[src/rtl/motor_ramp.sv]
// motor_ramp
// Slew-rate limited speed controller for a brushed motor behind an H-bridge.
// A signed 6-bit target speed is accepted over a valid/ready handshake and the
// current speed walks toward it by one unit per prescaler tick. A reversal
// always passes through zero and parks there for ZERO_HOLD cycles so the
// bridge never sees an instantaneous direction flip. A watchdog forces the
// target to zero if no command is accepted for WDOG cycles.
//
// Ports
//   clk          : single clock, rising edge
//   reset_n      : asynchronous active-low reset
//   cmd_valid    : cmd_speed holds a command
//   cmd_ready    : block will take a command on this edge (registered)
//   cmd_speed    : two's-complement target speed, -32 is treated as -31
//   dir          : 1 = forward (positive speed), 0 = reverse; held at zero
//   on           : motor enable, 1 whenever current speed is nonzero
//   duty_cycle   : magnitude of current speed
//   wdog_tripped : sticky, set on watchdog expiry, cleared by a new command
//   state_dbg    : current FSM state (0 = RUN, 1 = HOLD)
//
// Handshake: a command transfers on every rising edge where cmd_valid and
// cmd_ready are both 1. cmd_ready does not depend on cmd_valid. A producer may
// hold cmd_valid high while cmd_ready is low; nothing is taken until ready.

module motor_ramp #(
  parameter logic [15:0] RAMP_DIV  = 16'd50000,
  parameter logic [15:0] ZERO_HOLD = 16'd1000,
  parameter logic [25:0] WDOG      = 26'd50000000
) (
  input  logic       clk,
  input  logic       reset_n,
  input  logic       cmd_valid,
  output logic       cmd_ready,
  input  logic [5:0] cmd_speed,
  output logic       dir,
  output logic       on,
  output logic [4:0] duty_cycle,
  output logic       wdog_tripped,
  output logic       state_dbg
);

  typedef enum logic {
    RUN  = 1'b0,
    HOLD = 1'b1
  } state_t;

  state_t            state_q, state_d;
  logic [15:0]       presc_q, presc_d;
  logic [15:0]       hold_q, hold_d;
  logic [25:0]       wd_q, wd_d;
  logic signed [5:0] cur_q, cur_d;
  logic signed [5:0] tgt_q, tgt_d;
  logic signed [5:0] cmd_clamped;
  logic              dir_q, dir_d;
  logic              on_q, on_d;
  logic [4:0]        duty_q, duty_d;
  logic              rdy_q, rdy_d;
  logic              trip_q, trip_d;
  logic              accept;
  logic              tick;

  always_comb begin
    accept      = cmd_valid && rdy_q;
    tick        = (state_q == RUN) && (presc_q == RAMP_DIV - 16'd1);
    // -32 has no positive mirror in 6 bits, so the range is made symmetric.
    cmd_clamped = (cmd_speed == 6'b100000) ? 6'sb100001 : $signed(cmd_speed);

    state_d = state_q;
    presc_d = presc_q;
    hold_d  = hold_q;
    cur_d   = cur_q;
    tgt_d   = tgt_q;
    trip_d  = trip_q;

    // Watchdog counter saturates so the trip condition stays asserted.
    if (accept) begin
      wd_d = 26'd0;
    end else if (wd_q == WDOG) begin
      wd_d = wd_q;
    end else begin
      wd_d = wd_q + 26'd1;
    end

    // An accepted command wins over a coincident watchdog expiry.
    if (accept) begin
      tgt_d  = cmd_clamped;
      trip_d = 1'b0;
    end else if (wd_d == WDOG) begin
      tgt_d  = 6'sd0;
      trip_d = 1'b1;
    end

    case (state_q)
      RUN: begin
        presc_d = tick ? 16'd0 : presc_q + 16'd1;
        if (tick) begin
          // Stepping uses the registered target, so a command accepted on
          // this same edge only affects later ticks.
          if (tgt_q > cur_q) begin
            cur_d = cur_q + 6'sd1;
          end else if (tgt_q < cur_q) begin
            cur_d = cur_q - 6'sd1;
          end
          // Reached zero on the way to the opposite sign: park there.
          if ((cur_q != 6'sd0) && (cur_d == 6'sd0) && (tgt_q != 6'sd0) &&
              (tgt_q[5] != cur_q[5])) begin
            state_d = HOLD;
            hold_d  = 16'd0;
            presc_d = 16'd0;
          end
        end
      end
      HOLD: begin
        // Prescaler parked at 0 so the first step after the hold comes a
        // full RAMP_DIV cycles after re-entering RUN.
        presc_d = 16'd0;
        if (hold_q == ZERO_HOLD - 16'd1) begin
          state_d = RUN;
          hold_d  = 16'd0;
        end else begin
          hold_d = hold_q + 16'd1;
        end
      end
      default: begin
        state_d = RUN;
      end
    endcase

    // Output registers track the next speed so they update with cur_speed.
    duty_d = cur_d[5] ? (5'd0 - cur_d[4:0]) : cur_d[4:0];
    on_d   = (cur_d != 6'sd0);
    dir_d  = on_d ? ~cur_d[5] : dir_q;
    rdy_d  = (state_d == RUN);
  end

  always_ff @(posedge clk or negedge reset_n) begin
    if (!reset_n) begin
      state_q <= RUN;
      presc_q <= 16'd0;
      hold_q  <= 16'd0;
      wd_q    <= 26'd0;
      cur_q   <= 6'sd0;
      tgt_q   <= 6'sd0;
      dir_q   <= 1'b0;
      on_q    <= 1'b0;
      duty_q  <= 5'd0;
      rdy_q   <= 1'b1;
      trip_q  <= 1'b0;
    end else begin
      state_q <= state_d;
      presc_q <= presc_d;
      hold_q  <= hold_d;
      wd_q    <= wd_d;
      cur_q   <= cur_d;
      tgt_q   <= tgt_d;
      dir_q   <= dir_d;
      on_q    <= on_d;
      duty_q  <= duty_d;
      rdy_q   <= rdy_d;
      trip_q  <= trip_d;
    end
  end

  assign cmd_ready    = rdy_q;
  assign dir          = dir_q;
  assign on           = on_q;
  assign duty_cycle   = duty_q;
  assign wdog_tripped = trip_q;
  assign state_dbg    = state_q;

endmodule

[config.mk]
export PLATFORM = sky130hd
export DESIGN_NAME = motor_ramp
export DESIGN_NICKNAME = d
export VERILOG_FILES = /design/src/rtl/motor_ramp.sv
export SDC_FILE = /design/constraint.sdc
export NUM_CORES = 1
export LEC_CHECK = 0
export CORE_AREA = 2 2 146 148
export CTS_BUF_LIST = sky130_fd_sc_hd__clkbuf_8
export CTS_CLUSTER_DIAMETER = 200
export DETAILED_ROUTE_END_ITERATION = 8
export DIE_AREA = 0 0 148 150
export PLACE_DENSITY = 0.33
export SLEW_MARGIN = 20
export SYNTH_ARGS = -nofsm -noshare
export SYNTH_HDL_FRONTEND = slang
export SYNTH_SLANG_ARGS = --single-unit
[constraint.sdc]
create_clock -name clk -period 8.6 [get_ports clk]
set_input_delay 0.86 -clock clk [delete_from_list [all_inputs] [get_ports clk]]
set_output_delay 0.86 -clock clk [all_outputs]
set_load 0.03 [all_outputs]
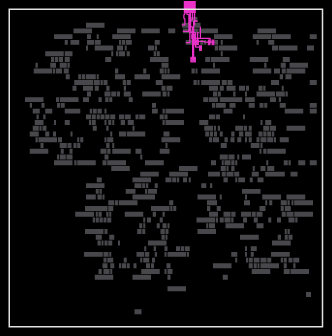
Figure 1: run 1, I/O nets highlighted.
- magenta: cmd_speed (bits 6; direction input; end cells 7; buffers 6; wire 146 um)

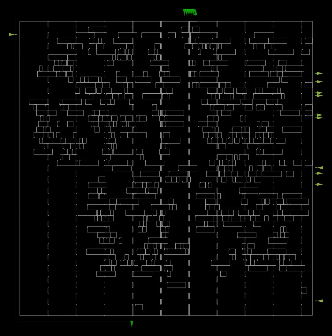
Figure 2: run 1, placement view.
sequential share of cell area: 0.368
n_taps: 275
seq_cells: 79
Row Count: 53

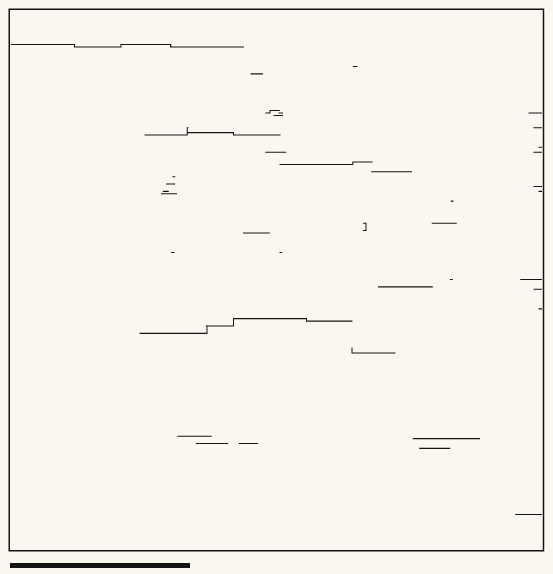
Figure 3: run 1, M3 wires.
Bar = 50 um.
- nets with wire on the layer: 28
- share of all routed wire: 2.9%
- longest straight run: 20.2 um
- wire length on this layer: 356 um

==> run summary, run 1 <==
run results: cell type with the largest total area dfrtp_1, logic area 0.00248 mm2, post-DR wirelength/cell 15.2 um, hold buffer count at cts 0, Top FF cell, synth dfrtp_1, fin util 0.260, PD cells 143 mW/mm2, Hold Fails Final Rpt 0, number of cells in Yosys stat 512, Sequential Area 0.00198 mm2, met2 WL approximately 5.8 mm, f_max ~0.27 GHz, Place WS 5.01 ns, Synth Area per Inst 9.07 um2, startpoint types register, Core Region 0.0207 mm2, worst clock skew 0.0105 ns, outcome finished clean, Synth top cell by count dfrtp_1, critical path class reg -> reg, OpenROAD warnings 29, Cell Type Count approximately 59, root buffer selected by CTS clkbuf_8, endpoints failing setup 0, crit path from cur_q[4]$_DFF_PN0_, fill cell count 2230, flip-flops with a built-in enable 0, fin crit share 0.426, Crit Reg-Reg Endpoint on$_DFF_PN0_, initial DRC count ~260, initial antenna violation count 0, remaining antenna violation count 0, Slew Limit Fails 0, post-route DRC violation count 0, Clock Sinks 79, R2R setup slack 4.94 ns, Post-synth ARST share 1.00, DP Wirelength 8.68 mm, Clock Path Buffers 2, Total Routing Usage GR 0.116, CTS clk-pin slew, worst paths 0.09 ns, Worst Setup End Kind register, Floorplan Nets 535, Yosys top cell area share 0.420, DIE HEIGHT 150 um, Starting Density 0.224, Worst slew margin 0.238, vias per std cell between 4 and 5, RD Place Congestion about 0.82, routed wire length approximately 12 mm, synth cell count leaders dfrtp_1 (78), nor2_1 (49), nand2_1 (41), inv_1 (32), nand3_1 (30), Vias 3831, I/O pin total 19, Mapped Area 0.00464 mm2, chip area 0.0222 mm2, ys flops 79, Setup TNS 0 ns, H-tree Lvls 3, CP arrival between 3 and 4 ns, pin count of the biggest net entering global routing 55
-- run 1: worst max path at each step --
stage / end / depth (start not counted)
final: on$_DFF_PN0_ / 12
after global routing: on$_DFF_PN0_ / 12
after CTS: on$_DFF_PN0_ / 12
after detailed placement: on$_DFF_PN0_ / 12
after global placement: on$_DFF_PN0_ / 12
after floorplan: on$_DFF_PN0_ / 13
-- run 1: state kept, by name (all words and copies together), names as in the netlist, 5 cells and up --
signal and flops:
hold_q 16, wd_q 26, presc_q 16, duty_cycle 5, tgt_q 6, cur_q 5
-- run 1: per-layer routing --
metal / up-vias / track usage
li1: 1901 / -
met3: 12 / 0.0296
met4: 0 / 0.0338
met1: 1857 / 0.150
met2: 61 / 0.193
met5: - / 0
-- run 1: power by group --
group	switching (mW)	internal [mW]	total, mW
logic	0.0316	0.0185	0.0500
registers	0.00404	0.375	0.379
clock network	0.148	0.191	0.339
-- run 1: worst max-delay path: stages (launching register included) --
cell and delay (ns):
dfrtp_1 0.50, inv_1 0.18, ha_1 0.22, nand2b_1 0.13
o21ai_0 0.30, nand3_1 0.59, mux2i_1 0.34, o211ai_1 0.21
inv_1 0.10, ha_1 0.13, inv_1 0.05, or3_1 0.38
or4_1 0.40
-- run 1: area by class of cell --
type | count | area share
Inverter | 33 | 0.0231
Clock inverter | 7 | 0.0210
Sequential cell | 79 | 0.368
Clock buffer | 9 | 0.0231
Multi-Input combinational cell | 384 | 0.461
Tap cell | 275 | 0.0640
Timing Repair Buffer | 23 | 0.0400
-- run 1: cells in the final DEF, fill, tap and decap left out, types with 12 or more instances in the layout --
| cell | n |
|---|---|
| and3_1 | 12 |
| ha_1 | 14 |
| nand3_1 | 30 |
| clkdlybuf4s50_1 | 17 |
| o21ai_0 | 25 |
| nor3_1 | 15 |
| xor2_1 | 15 |
| nand2_1 | 41 |
| inv_1 | 33 |
| nor2_1 | 49 |
| a21oi_1 | 24 |
| nand4_1 | 15 |
| dfrtp_1 | 78 |
| xnor2_1 | 23 |
-- run 1: cell families after synthesis --
| logic type | share of synthesized area |
|---|---|
| simple gates | 0.265 |
| compound gates | 0.133 |
| flops | 0.426 |
| buf+inv | 0.0423 |
| xor+xnor | 0.0717 |
| fa+ha+maj | 0.0377 |
| mux | 0.0245 |
Figure 4. Gate families picked out (run 1).
Bar = 50 um.
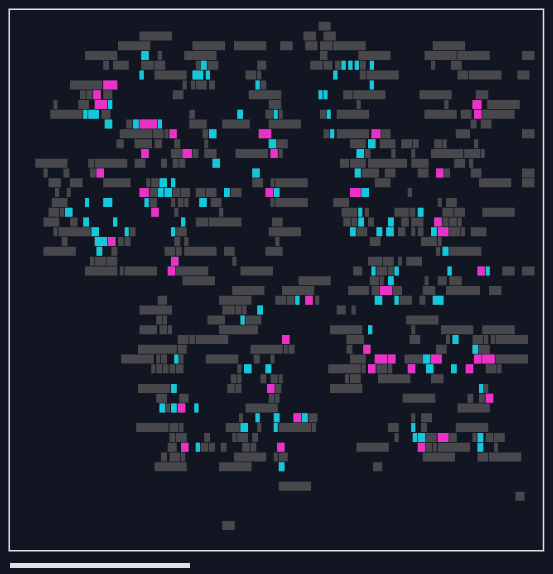

## Run 2: what changed since run 1
==> constraint.sdc (replaced) <==
create_clock -name clk -period 3.4 [get_ports clk]
set_input_delay 0.34 -clock clk [delete_from_list [all_inputs] [get_ports clk]]
set_output_delay 0.34 -clock clk [all_outputs]
set_load 0.03 [all_outputs]
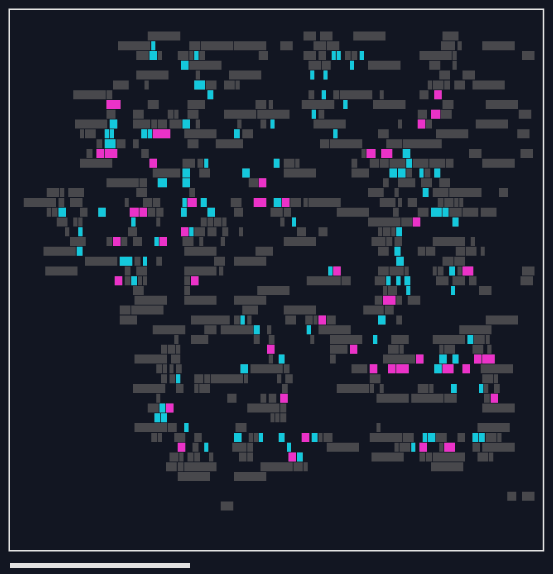
Figure 5: run 2, gate families picked out.
Bar = 50 um.
- magenta: AND and OR gates (cells 44; most used and3_1)
- cyan: NAND gates (cells 97; most used nand2_1)
Commonest Layout Cell: dfrtp_1
Comb/total area: 0.454

==> run 2 against run 1 <==
  * Critical path depth decreased by 2
  * Critical endpoint is now hold_q[2]$_DFFE_PN0P_
  * Largest power group unchanged
  * Die size unchanged
  * Combinational power increased to 2.7 times the previous value
  * Worst hold slack improved by 0.077 ns
  * Sequential power increased to 2.5 times the previous value
  * Flip-flop count unchanged
  * Register-to-register slack got worse by 4.7 ns
  * Worst setup slack got worse by 4.7 ns
  * First-iteration DRC count decreased by 16%
==> run summary, run 2 <==
run results: Hold Crit Class in -> async, cell type with the largest total area dfrtp_1, clock buffer count from CTS 9, routed wire length ~12 mm, most frequent cells in the layout dfrtp_1 (78), nor2_1 (49), nand2_1 (41), inv_1 (32), nand3_1 (30), RSZ-0062 raised after global routing false, depth of the worst register-to-register path 10, Worst slew margin 0.511, Post-synth ARST share 1.00, initial DRC count 219, Yosys top cell area share 0.420, remaining antenna violation count 0, worst clock skew 0.0154 ns, Setup TNS 0 ns, post-route minimum period about 3.2 ns, root buffer selected by CTS clkbuf_8, first-pass GRT wire length 20.8 mm, sequential fraction of design power 0.506, CP Max Fanout 9, R2R setup slack 0.25 ns, Worst R2R Start cur_q[3]$_DFF_PN0_, Cell Type Count 59, Clock Path Buffers 2, Vias 3843, hold buffer count at cts 1, Worst VDD drop 0.154 mV, DP Wirelength around 9.2 mm, Post-Syn Instances 512, CTS clk-pin slew, worst paths 0.09 ns, layout net count approximately 570, chip area 0.0222 mm2, router iterations before antenna repair 5, H-tree Lvls 3, Placed Cells 806, Row Count approximately 53, synth cell count leaders dfrtp_1 (78), nor2_1 (49), nand2_1 (41), inv_1 (32), nand3_1 (30), Synth top cell by count dfrtp_1, Largest regs wd_q: 26 flops, hold_q: 16 flops, presc_q: 16 flops, final hold slack between 0.4 and 0.5 ns, OpenROAD warnings 29, Worst Setup End Kind register, outcome finished clean, share of cells above drive strength 1 0.0985, Floorplan Nets 535, cells along the critical path inv_1, ha_1, and4_1, o21ai_0, nand3_1, buf_4, a21boi_0, or4b_2, nor4_1, o22ai_1, Total Routing Usage GR 0.119, CP arrival 3.40 ns, max reg flops 26, Slew Limit Fails 0, logic area 0.00248 mm2, combinational share of power 0.072, Max stage delay on crit path approximately 0.63 ns, RD Place Congestion roughly 0.85, Top FF cell, synth dfrtp_1, post-route DRC violation count 0, Crit Reg-Reg Endpoint hold_q[2]$_DFFE_PN0P_, initial antenna violation count 0, Int Pwr 1.42 mW, largest reg by FF count wd_q, clk latency late pin 0.37 ns, area grow syn2layout 17.5%, Hold Fails Final Rpt 0, total gr overflow 0, number of port buffers 18, Worst EP required 3.64 ns, flip-flops with a built-in enable 0, critical path class reg -> reg, P_leak about 2.2 nW, Sw Share 0.252, CP max stage cell or4b_2, DIE HEIGHT approximately 150 um, Synth Area per Inst between 9 and 10 um2, vias per std cell 4.67, die span in x 148 um, Worst-Margin Slew 0.725 ns, fin crit share 0.927, vias in the first global route 3906, CTS tree done, Clk pwr share 0.423, ys flops 79, Synth area leaders dfrtp_1 (42%), xnor2_1 (4.3%), nor2_1 (4.0%), ha_1 (3.8%), nand2_1 (3.3%), Mapped Area 0.00464 mm2, endpoints failing setup 0, f_max 0.317 GHz, Clock Sinks around 79, YS warnings 0, startpoint types register, Net Switching 0.478 mW, ANT cells 0, post-CTS sizing 0, Sequential Area 0.00198 mm2, post-CTS setup buffers 0, register area share after synthesis 0.426, max capacitance violation total 0, area reported by Yosys stat 0.00464 mm2, I/O pin total 19, number of cells in Yosys stat 512, post-DR wirelength/cell 15.1 um, Starting Density 0.224, PD cells 347 mW/mm2, pin count of the biggest net entering global routing 36
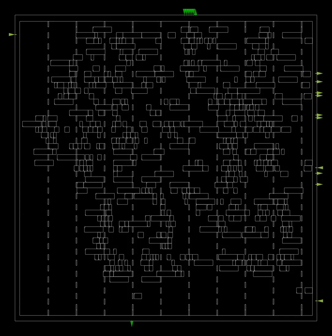
Figure 6: run 2, placement view.
sequential share of cell area: 0.362
fin util: 0.264
Finished Layout Cells: 823
Core Region: 0.0207 mm2
fill cell count: 2243

==> run 2: cell types whose count changed in the layout (fill, tap and decap cells not counted) <==
cell	previous run	this run
buf_4	6	18
bufinv_16	3	2
clkinv_4	1	2
dlygate4sd3_1	0	1
inv_1	33	32
inv_6	0	1
==> run 2: logic make-up (layout without fill, tap and decap cells) <==
family / after synthesis / after routing / synth area share
AOI/OAI and AO/OA: 96 / 96 / 0.133
xor gates and xnor gates: 38 / 38 / 0.0717
adders and majority gates: 14 / 14 / 0.0377
buffers and inverters: 49 / 85 / 0.0423
DFF: 79 / 79 / 0.426
muxes: 11 / 11 / 0.0245
and+or+nand+nor: 225 / 225 / 0.265
==> run 2: metal layers <==
metal  global-route usage  vias up  share of wire
li1                     -     1924              -
met1                0.151     1847           0.47
met2                0.198       52           0.47
met3               0.0326       20          0.032
met4               0.0381        0          0.023
met5                    0        -              0
==> run 2: power groups by stage <==
stage | combinational, mW | clock [mW] | sequential (mW)
finish | 0.136 | 0.801 | 0.958
global placement | 0.137 | 0 | 0.978
CTS | 0.139 | 0.846 | 0.959
detailed placement | 0.137 | 0 | 0.977
floorplan | 0.0751 | 0 | 0.973
global route | 0.155 | 0.894 | 0.960
==> run 2: area by class of cell <==
type                    count  share of cell area
multi-input cells         384               0.454
flip-flops and latches     79               0.362
well taps                 275              0.0630
repair buffers             36              0.0578
clock buffers               9              0.0227
inverters                  33              0.0227
clock inverters             7              0.0177
==> run 2: worst max-delay path, delay by kind of cell, from the launching register on <==
family                     cells  cell delay [ns]
and+or+nand+nor                4             1.48
buffers and inverters          2             0.38
adders and majority gates      1             0.35
AOI/OAI and AO/OA              3             0.39
DFF                            1             0.43
==> run 2: through the flow <==
stage               setup WS [ns]  cell area (um2)  total power [mW]
finish                      0.247             5460              1.90
global route              0.00596             5460              2.01
CTS                         0.249             5460              1.94
detailed placement          0.274             5230              1.11
global placement            0.278             5230              1.11
floorplan                   0.351             4640              1.05
==> run 2: worst max-delay path by stage <==
stage / from / to / slack (ns) / cells past startpoint
after CTS: cur_q[3]$_DFF_PN0_ / hold_q[2]$_DFFE_PN0P_ / 0.25 / 10
after floorplan: cur_q[2]$_DFF_PN0_ / on$_DFF_PN0_ / 0.35 / 13
after detailed placement: cur_q[3]$_DFF_PN0_ / hold_q[2]$_DFFE_PN0P_ / 0.27 / 10
after global placement: presc_q[10]$_DFF_PN0_ / on$_DFF_PN0_ / 0.28 / 10
after global routing: cur_q[3]$_DFF_PN0_ / hold_q[2]$_DFFE_PN0P_ / 0.006 / 10
final: cur_q[3]$_DFF_PN0_ / hold_q[2]$_DFFE_PN0P_ / 0.25 / 10
Power is estimated from default activity; no workload was simulated.
